===== src/rtl/dsp_div_recover_if.sv =====
// Start/done handshake plus operand and result bus for the DSP-inverse divider.
interface dsp_div_recover_if;
  localparam int unsigned DW = 48;
  localparam int unsigned BW = 18;

  logic          start;
  logic [DW-1:0] P;
  logic [DW-1:0] C;
  logic [BW-1:0] B;
  logic          busy;
  logic          done;
  logic [DW-1:0] Q;
  logic [BW-1:0] R;
  logic          dz;

  modport master (
    output start, P, C, B,
    input  busy, done, Q, R, dz
  );

  modport slave (
    input  start, P, C, B,
    output busy, done, Q, R, dz
  );
endinterface


===== src/rtl/dsp_div_recover.sv =====
// Restoring divider that recovers the A-side operand of a DSP multiply-add:
// Q = diff / B, R = diff % B, with diff = P - C (ADD) or P + C (SUBTRACT).
// One quotient bit per cycle, one transaction in flight.
module dsp_div_recover #(
  parameter string OPERATION = "ADD"
) (
  input  logic           clk,
  input  logic           rst,
  dsp_div_recover_if.slave bus
);
  localparam int unsigned DW     = 48;
  localparam int unsigned BW     = 18;
  localparam int unsigned CW     = 6;
  localparam logic [CW-1:0] LAST = CW'(DW - 1);
  localparam logic IS_SUB        = (OPERATION == "SUBTRACT");

  typedef enum logic [1:0] {
    IDLE  = 2'd0,
    CALC  = 2'd1,
    DZERO = 2'd2
  } state_t;

  state_t        state;
  logic [DW-1:0] dvd;
  logic [BW-1:0] div;
  logic [BW:0]   rem;
  logic [CW-1:0] cnt;
  logic          busy_reg;
  logic          done_reg;
  logic [DW-1:0] quo;
  logic [BW-1:0] rmd;
  logic          dz_reg;

  logic [DW-1:0] diff_c;
  logic [BW+1:0] trial_c;
  logic          qbit_c;
  logic [BW:0]   rem_nxt_c;
  logic [DW-1:0] dvd_nxt_c;

  // Undo the DSP add/subtract; wraps modulo 2^48.
  always_comb begin
    diff_c = IS_SUB ? (bus.P + bus.C) : (bus.P - bus.C);
  end

  // One restoring step: shift in the next dividend bit and try subtracting the divisor.
  // The extra top bit of trial_c is the sign; rem's guard bit is always zero here.
  always_comb begin
    trial_c   = {rem, dvd[DW-1]} - {2'b00, div};
    qbit_c    = ~trial_c[BW+1];
    rem_nxt_c = qbit_c ? trial_c[BW:0] : {rem[BW-1:0], dvd[DW-1]};
    dvd_nxt_c = {dvd[DW-2:0], qbit_c};
  end

  // Control FSM, iteration registers and registered results.
  always_ff @(posedge clk) begin
    if (rst) begin
      state    <= IDLE;
      dvd      <= '0;
      div      <= '0;
      rem      <= '0;
      cnt      <= '0;
      busy_reg <= 1'b0;
      done_reg <= 1'b0;
      quo      <= '0;
      rmd      <= '0;
      dz_reg   <= 1'b0;
    end else begin
      done_reg <= 1'b0;
      case (state)
        IDLE: begin
          if (bus.start) begin
            dvd      <= diff_c;
            div      <= bus.B;
            rem      <= '0;
            cnt      <= '0;
            busy_reg <= 1'b1;
            state    <= (bus.B != '0) ? CALC : DZERO;
          end
        end
        CALC: begin
          dvd <= dvd_nxt_c;
          rem <= rem_nxt_c;
          cnt <= cnt + CW'(1);
          if (cnt == LAST) begin
            quo      <= dvd_nxt_c;
            rmd      <= rem_nxt_c[BW-1:0];
            dz_reg   <= 1'b0;
            done_reg <= 1'b1;
            busy_reg <= 1'b0;
            state    <= IDLE;
          end
        end
        DZERO: begin
          quo      <= '1;
          rmd      <= '0;
          dz_reg   <= 1'b1;
          done_reg <= 1'b1;
          busy_reg <= 1'b0;
          state    <= IDLE;
        end
        default: begin
          busy_reg <= 1'b0;
          state    <= IDLE;
        end
      endcase
    end
  end

  assign bus.busy = busy_reg;
  assign bus.done = done_reg;
  assign bus.Q    = quo;
  assign bus.R    = rmd;
  assign bus.dz   = dz_reg;
endmodule


===== src/flat_wrapper.sv =====
// flat-port wrapper written by rule: the top's interface ports become plain ports
module dsp_div_recover_flat 
#(
  parameter string OPERATION = "   "
)
  (clk, rst, bus_start, bus_P, bus_C, bus_B, bus_busy, bus_done, bus_Q, bus_R, bus_dz);
  dsp_div_recover_if bus_i ();
  input  logic clk;
  input  logic rst;
  input wire logic [$bits(bus_i.start)-1:0] bus_start;
  input wire logic [$bits(bus_i.P)-1:0] bus_P;
  input wire logic [$bits(bus_i.C)-1:0] bus_C;
  input wire logic [$bits(bus_i.B)-1:0] bus_B;
  output wire logic [$bits(bus_i.busy)-1:0] bus_busy;
  output wire logic [$bits(bus_i.done)-1:0] bus_done;
  output wire logic [$bits(bus_i.Q)-1:0] bus_Q;
  output wire logic [$bits(bus_i.R)-1:0] bus_R;
  output wire logic [$bits(bus_i.dz)-1:0] bus_dz;
  assign bus_i.start = bus_start;
  assign bus_i.P = bus_P;
  assign bus_i.C = bus_C;
  assign bus_i.B = bus_B;
  assign bus_busy = bus_i.busy;
  assign bus_done = bus_i.done;
  assign bus_Q = bus_i.Q;
  assign bus_R = bus_i.R;
  assign bus_dz = bus_i.dz;
  dsp_div_recover #(.OPERATION(OPERATION)) u_core (.clk(clk), .rst(rst), .bus(bus_i));
endmodule

===== config.mk =====
export PLATFORM = sky130hd
export DESIGN_NAME = dsp_div_recover_flat
export DESIGN_NICKNAME = d
export VERILOG_FILES = /design/src/rtl/dsp_div_recover_if.sv /design/src/rtl/dsp_div_recover.sv /design/src/flat_wrapper.sv
export SDC_FILE = /design/constraint.sdc
export NUM_CORES = 1
export LEC_CHECK = 0
export CORE_MARGIN = 3
export CORE_UTILIZATION = 58
export DETAILED_ROUTE_END_ITERATION = 12
export GPL_ROUTABILITY_DRIVEN = 0
export PLACE_DENSITY = 0.87
export SYNTH_ARGS = -nofsm -noshare
export SYNTH_HDL_FRONTEND = slang
export SYNTH_SLANG_ARGS = --single-unit

===== constraint.sdc =====
create_clock -name clk -period 7.3 [get_ports clk]
set_clock_uncertainty 0.2 [all_clocks]
set_input_delay 1.825 -clock clk [delete_from_list [all_inputs] [get_ports clk]]
set_output_delay 1.825 -clock clk [all_outputs]
set_load 0.05 [all_outputs]

Run 1, signal wires by layer:
Two of the layers only.
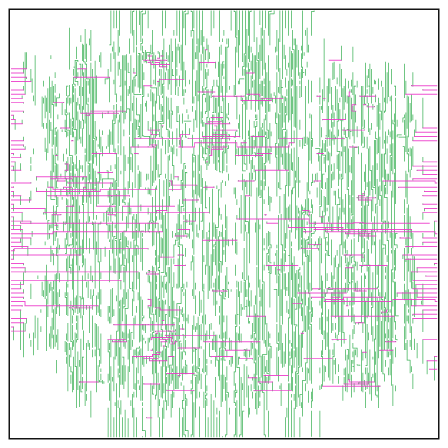
met2: marked green, wire length 14000 um. met3: marked magenta, wire length 1980 um.
detailed-route via count: 10213
Post-Route WL: 28240 um
Tot GR Track Use: 0.2986
wire per inst: 16.72 um

Run 1, track usage over the die:
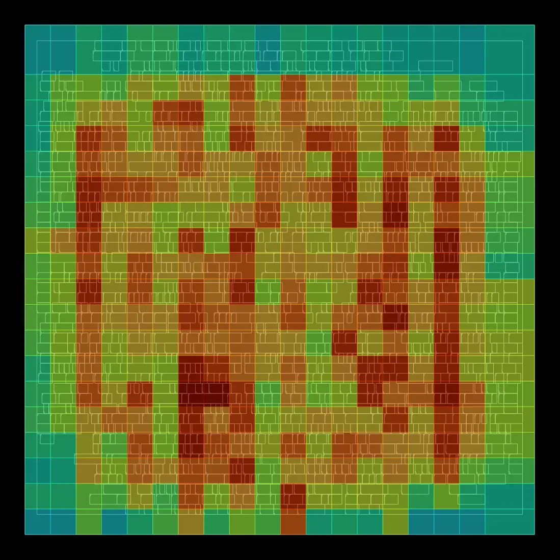
GRT met1 Usage: 0.3638
grt met3 use: 0.05004
grt peak-use layer: met2
Global Route met2 Usage: 0.5209
Core Util, Final: 0.7506

==> impl_metrics.toml, run 1 <==
# physical design summary
[drt]
drt-initial-drc-count = 839
ant_nets = 0
drt_pass1_iterations = 5
drc_errors = 0

[final_timing]
timing.slew.headroom = 0.2868
rsz0062_at_grt = "false"
post-route-min-period_ps = 5015
slew_viol_final = 0
hold_ws_ps = 249.7

[global_route]
grt_pass1_vias = 9714
grt_overflow = 0
antenna_found_initial = 0

[run_status]
outcome = "completed"

[yosys]
synth_top_flop_cell = "dfxtp_1"
yosysMostFrequentCell = "nand2_1"
yosys_area_um2 = 10040
avgSynthCellArea_um2 = 7.621
ys_top_cells_by_count = "nand2_1 (241), dfxtp_1 (162), a21oi_1 (94), inv_1 (83), nor2_1 (75)"
synth-edff-count = 0
netlist_top_cells_area = "dfxtp_1 (32%), nand2_1 (9.0%), ha_1 (8.6%)"

[die]
dieWidth_um = 137.6
core.rowCount = 47
initCoreUtil = 0.5989
dieArea_um2 = 18920
coreArea_um2 = 16760
ios = 186

[clock_network]
cts_setup_buffers = 0
htree_num_levels = 4
cts_buffers = 17
cts_tree = "yes"
hold_buffers = 0
clk_latency_ps = 430
cts.sinks = 162

[placement]
port_buffers = 185
place_hpwl_um = 20030
dpl_cell_area_um2 = 11970

[worst_setup_path]
max_stage_delay_ps = 530
path_cells = "clkdlybuf4s50_1, inv_1, ha_1, nor2b_1, o2111a_1, o211ai_1, o31ai_2, o41ai_4, o31ai_4, a31oi_1, mux2i_1, a2111oi_2"
endpoint_kind = "register"
crit_type = "in2reg"

[worst_hold_path]
hp-class = "reg2reg"

[final_layout]
fin_area_um2 = 12580
area_growth_pct = 25.33
diodes = 0
drive_gt1_frac = 0.04221

[pwr]
vdd_drop_max_mv = 0.1721
power_leakage_uw = 0.004882

[flow_run]
max_cap_viol_count = 0
Run 1, register map, names as in the netlist:
The bar under the picture is 50 um long. Other sequential cells in the stronger gray, the rest of the logic in the fainter gray.
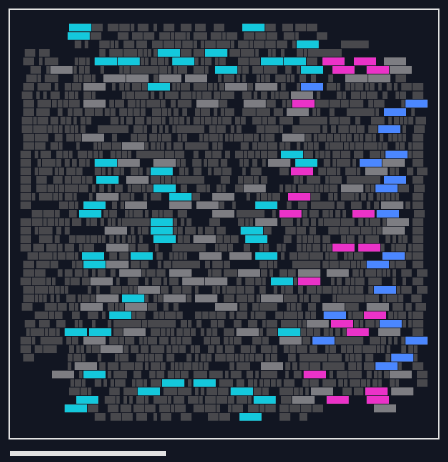
u_core.bus.Q: marked cyan, flops 48. u_core.div: marked blue, flops 18. u_core.rem: marked magenta, flops 19.
Another 77 sequential cells are not colored.
Seq power: 963 uW
Seq area share: 0.2578
area occupied by registers: 3243 um^2

run 1: power breakdown:
group | leakage (uW) | internal (uW) | switching (uW)
clock network | 0.000286 | 541 | 381
logic | 0.00328 | 283 | 369
registers | 0.00132 | 928 | 35.3
run 1: cell usage in the layout, fill, tap and decap left out, types with 7 or more instances in the layout:
master and instances:
inv_1 83, o21ai_1 47, o21ai_0 60, and2_1 7, o211ai_1 17, nor3_1 36, ha_1 68, mux2i_1 27
nor4_1 8, and3_1 10, nand4_1 7, a21o_1 22, nand2_1 241, xor2_1 28, clkdlybuf4s50_1 184, nand3_1 15
a21oi_1 94, o21bai_1 8, nor2b_1 11, buf_4 10, xnor2_1 25, dfxtp_1 162, a211oi_1 22, nor2_1 74
or3_1 12, clkbuf_16 17, a31oi_1 53, a221oi_1 22
run 1: worst register-to-register path: cells and delay by family, from the launching register on:
family,cells,cell delay [ps]
simple gates,3,1270
compound gates,4,1040
mux,2,730
flops,1,340
fa+ha+maj,1,330
buf+inv,1,50
run 1: layer usage:
metal | track usage | routed length, um | up-vias
met5 | 0 | 0 | -
met4 | 0.1231 | 783 | 0
met3 | 0.05004 | 1983 | 76
met2 | 0.5209 | 14020 | 432
met1 | 0.3638 | 11450 | 4746
li1 | - | - | 4959
run 1: layout make-up:
type / instances / area [um^2]
clock buffer: 17 / 425.4
sequential: 162 / 3243
timing repair buffer: 194 / 1917
fill: 1286 / 4180
tap: 220 / 275.3
clock inverter: 15 / 182.7
inverter: 84 / 315.3
multi-input combinational: 997 / 6221
run 1: final timing paths:
path	start	to	slack, ps	depth (start not counted)
max	bus_C[1]	u_core.dvd[47]$_SDFFE_PP0P_	2280	12
min	u_core.bus.R[10]$_SDFFE_PP0P_	u_core.bus.R[10]$_SDFFE_PP0P_	250	2
max reg2reg	u_core.div[4]$_SDFFE_PP0P_	u_core.rem[14]$_SDFFE_PP0P_	3220	11
min reg2reg	u_core.bus.R[10]$_SDFFE_PP0P_	u_core.bus.R[10]$_SDFFE_PP0P_	250	2
run 1: stage by stage:
step	total power [uW]	setup WS (ps)	instances
2_1_floorplan	1435	2848	1317
3_3_place_gp	1603	1975	1657
3_5_place_dp	1619	1920	1657
4_1_cts	2532	2343	1689
5_1_grt	2647	2047	1689
6_report	2537	2285	1689
run 1: cells by family after synthesis:
group,count (synthesis),synth area share
buf+inv,158,0.05983
compound gates,399,0.2549
mux,29,0.02992
simple gates,445,0.1960
flops,162,0.3231
xor+xnor,53,0.04625
fa+ha+maj,71,0.09000
--- run 2 (diff from run 1) ---
--- a/config.mk
+++ b/config.mk
@@ -6,10 +6,10 @@
 export NUM_CORES = 1
 export LEC_CHECK = 0
 export CORE_MARGIN = 3
-export CORE_UTILIZATION = 58
+export CORE_UTILIZATION = 53
 export DETAILED_ROUTE_END_ITERATION = 12
 export GPL_ROUTABILITY_DRIVEN = 0
-export PLACE_DENSITY = 0.87
+export PLACE_DENSITY = 0.81
 export SYNTH_ARGS = -nofsm -noshare
 export SYNTH_HDL_FRONTEND = slang
 export SYNTH_SLANG_ARGS = --single-unit
==> constraint.sdc (replaced) <==
create_clock -name clk -period 4.8 [get_ports clk]
set_clock_uncertainty 0.2 [all_clocks]
set_input_delay 1.2 -clock clk [delete_from_list [all_inputs] [get_ports clk]]
set_output_delay 1.2 -clock clk [all_outputs]
set_load 0.05 [all_outputs]
Run 2, signal wires by layer:
Two of the layers only.
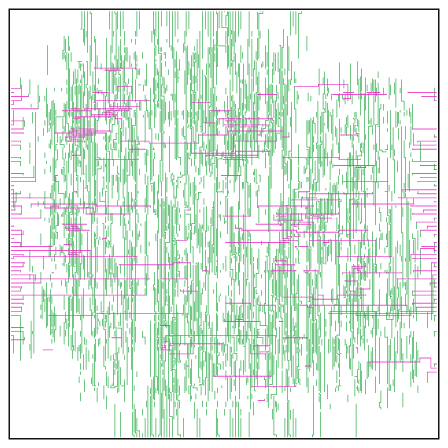
met2: marked green, wire length 14200 um. met3: marked magenta, wire length 2010 um.
Post-Route WL: 28780 um
wire per inst: 16.85 um

==> run 2 against run 1 <==
Clock power increased by 48%. Area after synthesis unchanged. Core utilization decreased by 5.9 points. Highest routed layer unchanged. Critical endpoint unchanged. Flip-flop count unchanged. Die size increased by 9.0%. Register-to-register slack got worse by 2400 ps. Sequential share of layout area decreased by 0.13 points. Combinational power increased by 55%.
==> impl_metrics.toml, run 2 <==
# physical design summary
[clock_network]
hold_buffers = 0
cts_buffers = 17

[drt]
vias = 10254
drt_pass1_iterations = 5

[placement]
port_buffers = 185
dpl_cell_area_um2 = 12060

[final_layout]
lay_top_count = "nand2_1"
drive_gt1_frac = 0.04598

[global_route]
antenna_found_initial = 0
gr-usage-all-layers = 0.2737

[flow_run]
max_cap_viol_count = 0

[run_status]
outcome = "completed"

[pwr]
power_frac_comb = 0.263
power_leakage_uw = 0.004925

[worst_setup_path]
ff2ff_setup_slack_ps = 870
max_stage_delay_ps = 570
r2r-end = "u_core.rem[16]$_SDFFE_PP0P_"

[die]
dieWidth_um = 143.6
initCoreUtil = 0.5494

[yosys]
avgSynthCellArea_um2 = 7.621
==> run 2: cell counts after synthesis <==
No cell type changed its count.
==> run 2: metrics by stage <==
stage               worst slack, ps  hold slack (ps)
finish                        455.2            253.7
global route                  291.5            275.9
CTS                           520.0            250.8
detailed placement            85.16            242.4
global placement              227.3            236.1
floorplan                     973.3            236.3
==> run 2: worst min-delay path: cells and delay by family, from the launching register on <==
| family | cells | cell delay [ps] |
|---|---|---|
| simple gates | 1 | 50 |
| flops | 1 | 310 |
| compound gates | 1 | 50 |
==> run 2: layer usage <==
layer,part of all wire,wire length [um],GRT usage
met2,0.49,14220,0.4831
met4,0.016,467,0.09019
met5,0,0,0
met3,0.070,2014,0.05458
met1,0.42,12080,0.3340
==> run 2: how the worst min path moves through the flow <==
| stage | end | startpoint | cells after the start | slack (ps) |
|---|---|---|---|---|
| finish | u_core.bus.R[8]$_SDFFE_PP0P_ | u_core.bus.R[8]$_SDFFE_PP0P_ | 2 | 250 |
| global route | u_core.div[14]$_SDFFE_PP0P_ | u_core.div[14]$_SDFFE_PP0P_ | 2 | 280 |
| CTS | u_core.bus.R[15]$_SDFFE_PP0P_ | u_core.bus.R[15]$_SDFFE_PP0P_ | 2 | 250 |
| detailed placement | u_core.bus.R[15]$_SDFFE_PP0P_ | u_core.bus.R[15]$_SDFFE_PP0P_ | 2 | 240 |
| global placement | u_core.bus.R[15]$_SDFFE_PP0P_ | u_core.bus.R[15]$_SDFFE_PP0P_ | 2 | 240 |
| floorplan | u_core.div[10]$_SDFFE_PP0P_ | u_core.div[10]$_SDFFE_PP0P_ | 2 | 240 |
==> run 2: logic make-up after synthesis <==
| kind of cell | synth area share |
|---|---|
| AND-OR/OR-AND | 0.2549 |
| XOR/XNOR | 0.04625 |
| adder cells (fa/ha/maj) | 0.09000 |
| buffers and inverters | 0.05983 |
| flip-flops | 0.3231 |
| multiplexers | 0.02992 |
| AND/OR/NAND/NOR | 0.1960 |
==> run 2: power by group through the flow <==
stage	Sequential, uW	Clock, uW	Combinational [uW]
detailed placement	1490	0	989
global route	1470	1420	1110
floorplan	1480	0	704
finish	1470	1360	1010
CTS	1460	1360	996
global placement	1490	0	967
==> run 2: final cells by class <==
class,count,area (um^2),area share
Clock inverter,8,102.6,0.008116
Tap cell,229,286.5,0.02266
Timing Repair Buffer,204,1992,0.1576
Clock buffer,24,481.7,0.03810
Inverter,84,315.3,0.02494
Multi-Input combinational cell,997,6221,0.4921
Sequential cell,162,3243,0.2565
--- run 3 (diff from run 2) ---
--- a/config.mk
+++ b/config.mk
@@ -5,11 +5,11 @@
 export SDC_FILE = /design/constraint.sdc
 export NUM_CORES = 1
 export LEC_CHECK = 0
+export CAP_MARGIN = 40
 export CORE_MARGIN = 3
-export CORE_UTILIZATION = 53
+export CORE_UTILIZATION = 27
 export DETAILED_ROUTE_END_ITERATION = 12
 export GPL_ROUTABILITY_DRIVEN = 0
-export PLACE_DENSITY = 0.81
 export SYNTH_ARGS = -nofsm -noshare
 export SYNTH_HDL_FRONTEND = slang
 export SYNTH_SLANG_ARGS = --single-unit
Run 3, signal wires by layer:
Two of the layers only.
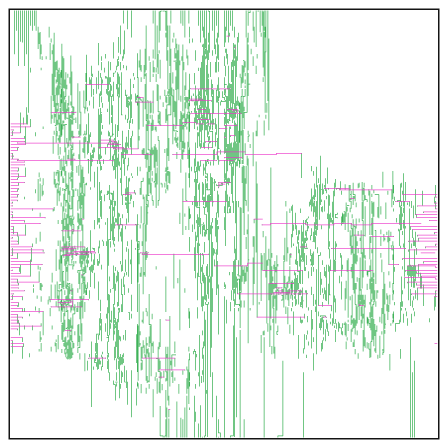
met3: marked magenta, wire length 1630 um. met2: marked green, wire length 14300 um.
Post-Route WL: 30870 um
detailed-route via count: 9913
Tot GR Track Use: 0.1543
wire per inst: 15.91 um

==> run 3 against run 2 <==
Cell count grew 14%. Clock-buffer cell count decreased by 7. First-iteration DRC count fell by 16%. Area after synthesis did not move. Routed wire length increased by 7.3%. Synthesized cell count is the same. Register-to-register slack got worse by 60 ps. Hold slack got worse by 3.8 ps. Critical endpoint unchanged.
==> impl_metrics.toml, run 3 <==
# physical design summary
[yosys]
ys_sh_simple = 0.1960
ys_sh_aoi = 0.2549
ys_sh_adder = 0.09000
synthMuxAreaShare = 0.02992
top_logic_kind = "AND-OR/OR-AND gates"
xor_area_frac = 0.04625
avgSynthCellArea_um2 = 7.621

[pwr]
power_leakage_uw = 0.004936

[worst_hold_path]
min_to = "u_core.bus.R[5]$_SDFFE_PP0P_"
hold_start = "u_core.bus.R[5]$_SDFFE_PP0P_"
worstHoldPathCells = 2

[drt]
dr_wl_met3_um = 1626
top_layer = "met4"
wl_met2_um = 14290
drt_pass1_iterations = 5
met1Wirelength_um = 14580

[clock_network]
cts_setup_buffers = 0
cts_buffers = 17
hold_buffers = 0

[final_layout]
lay_top_count = "nand2_1"
area_growth_pct = 29.07
seqCellArea_um2 = 3243
final_nets = 1654
combGateArea_um2 = 6221
drive_gt1_frac = 0.04868

[global_route]
antenna_found_initial = 0

[die]
initCoreUtil = 0.2781

[run_status]
outcome = "completed"

[placement]
dpl_cell_area_um2 = 12360
port_buffers = 185

[worst_setup_path]
r2r-end = "u_core.rem[1]$_SDFFE_PP0P_"
ff2ff_setup_slack_ps = 810

[flow_run]
max_cap_viol_count = 0
[run 3: cell counts after synthesis]
No cell type changed its count.
[run 3: per-stage QoR]
step           hold slack (ps)  worst slack, ps  power (uW)  cells
5_1_grt                  267.0            340.2        4095   1940
4_1_cts                  253.9            534.3        3913   1940
3_3_place_gp             243.0            195.5        2482   1907
6_report                 249.8            545.8        3875   1940
2_1_floorplan            236.3            973.3        2183   1317
3_5_place_dp             243.9            88.58        2491   1908
[run 3: how the worst max path moves through the flow]
stage                     startpoint                     endpoint  slack [ps]  depth (start not counted)
after global placement      bus_C[0]  u_core.dvd[44]$_SDFFE_PP0P_         200                         13
after CTS                   bus_C[1]  u_core.dvd[47]$_SDFFE_PP0P_         530                         12
after detailed placement    bus_C[1]  u_core.dvd[47]$_SDFFE_PP0P_          90                         12
final                       bus_C[1]  u_core.dvd[47]$_SDFFE_PP0P_         550                         12
after floorplan            bus_C[12]  u_core.dvd[31]$_SDFFE_PP0P_         970                         12
after global routing        bus_C[0]  u_core.dvd[44]$_SDFFE_PP0P_         340                         13
[run 3: cells by family after synthesis]
family / after synthesis
AOI/OAI and AO/OA: 399
xor gates and xnor gates: 53
adders and majority gates: 71
buffers and inverters: 158
DFF: 162
muxes: 29
and+or+nand+nor: 445
[run 3: where the power goes]
group	internal, uW	leakage (uW)	switching, uW
registers	1410	0.00132	53.2
logic	442	0.00333	564
clock network	746	0.000289	659
[run 3: worst reg2reg max path: stages, from the launching register on]
cell     delay, ps
dfxtp_1        340
inv_1           60
ha_1           330
a21o_1         220
or3_1          330
o211a_1        290
a32o_2         320
nor4_4         260
mux2_4         360
nor2_4         440
buf_4          300
mux2i_1        310
o21ai_1        100
[run 3: area by class of cell]
cell class,count,share of cell area
repair buffers,204,0.1547
multi-input cells,997,0.4802
clock buffers,17,0.03284
clock inverters,15,0.01304
inverters,84,0.02434
flip-flops and latches,162,0.2503
well taps,461,0.04452
[run 3: layer usage]
metal / track usage / vias to the layer above
li1: - / 4985
met1: 0.2136 / 4608
met2: 0.2536 / 296
met3: 0.02304 / 24
met4: 0.03644 / 0
met5: 0 / -
Power is estimated from default activity; no workload was simulated.
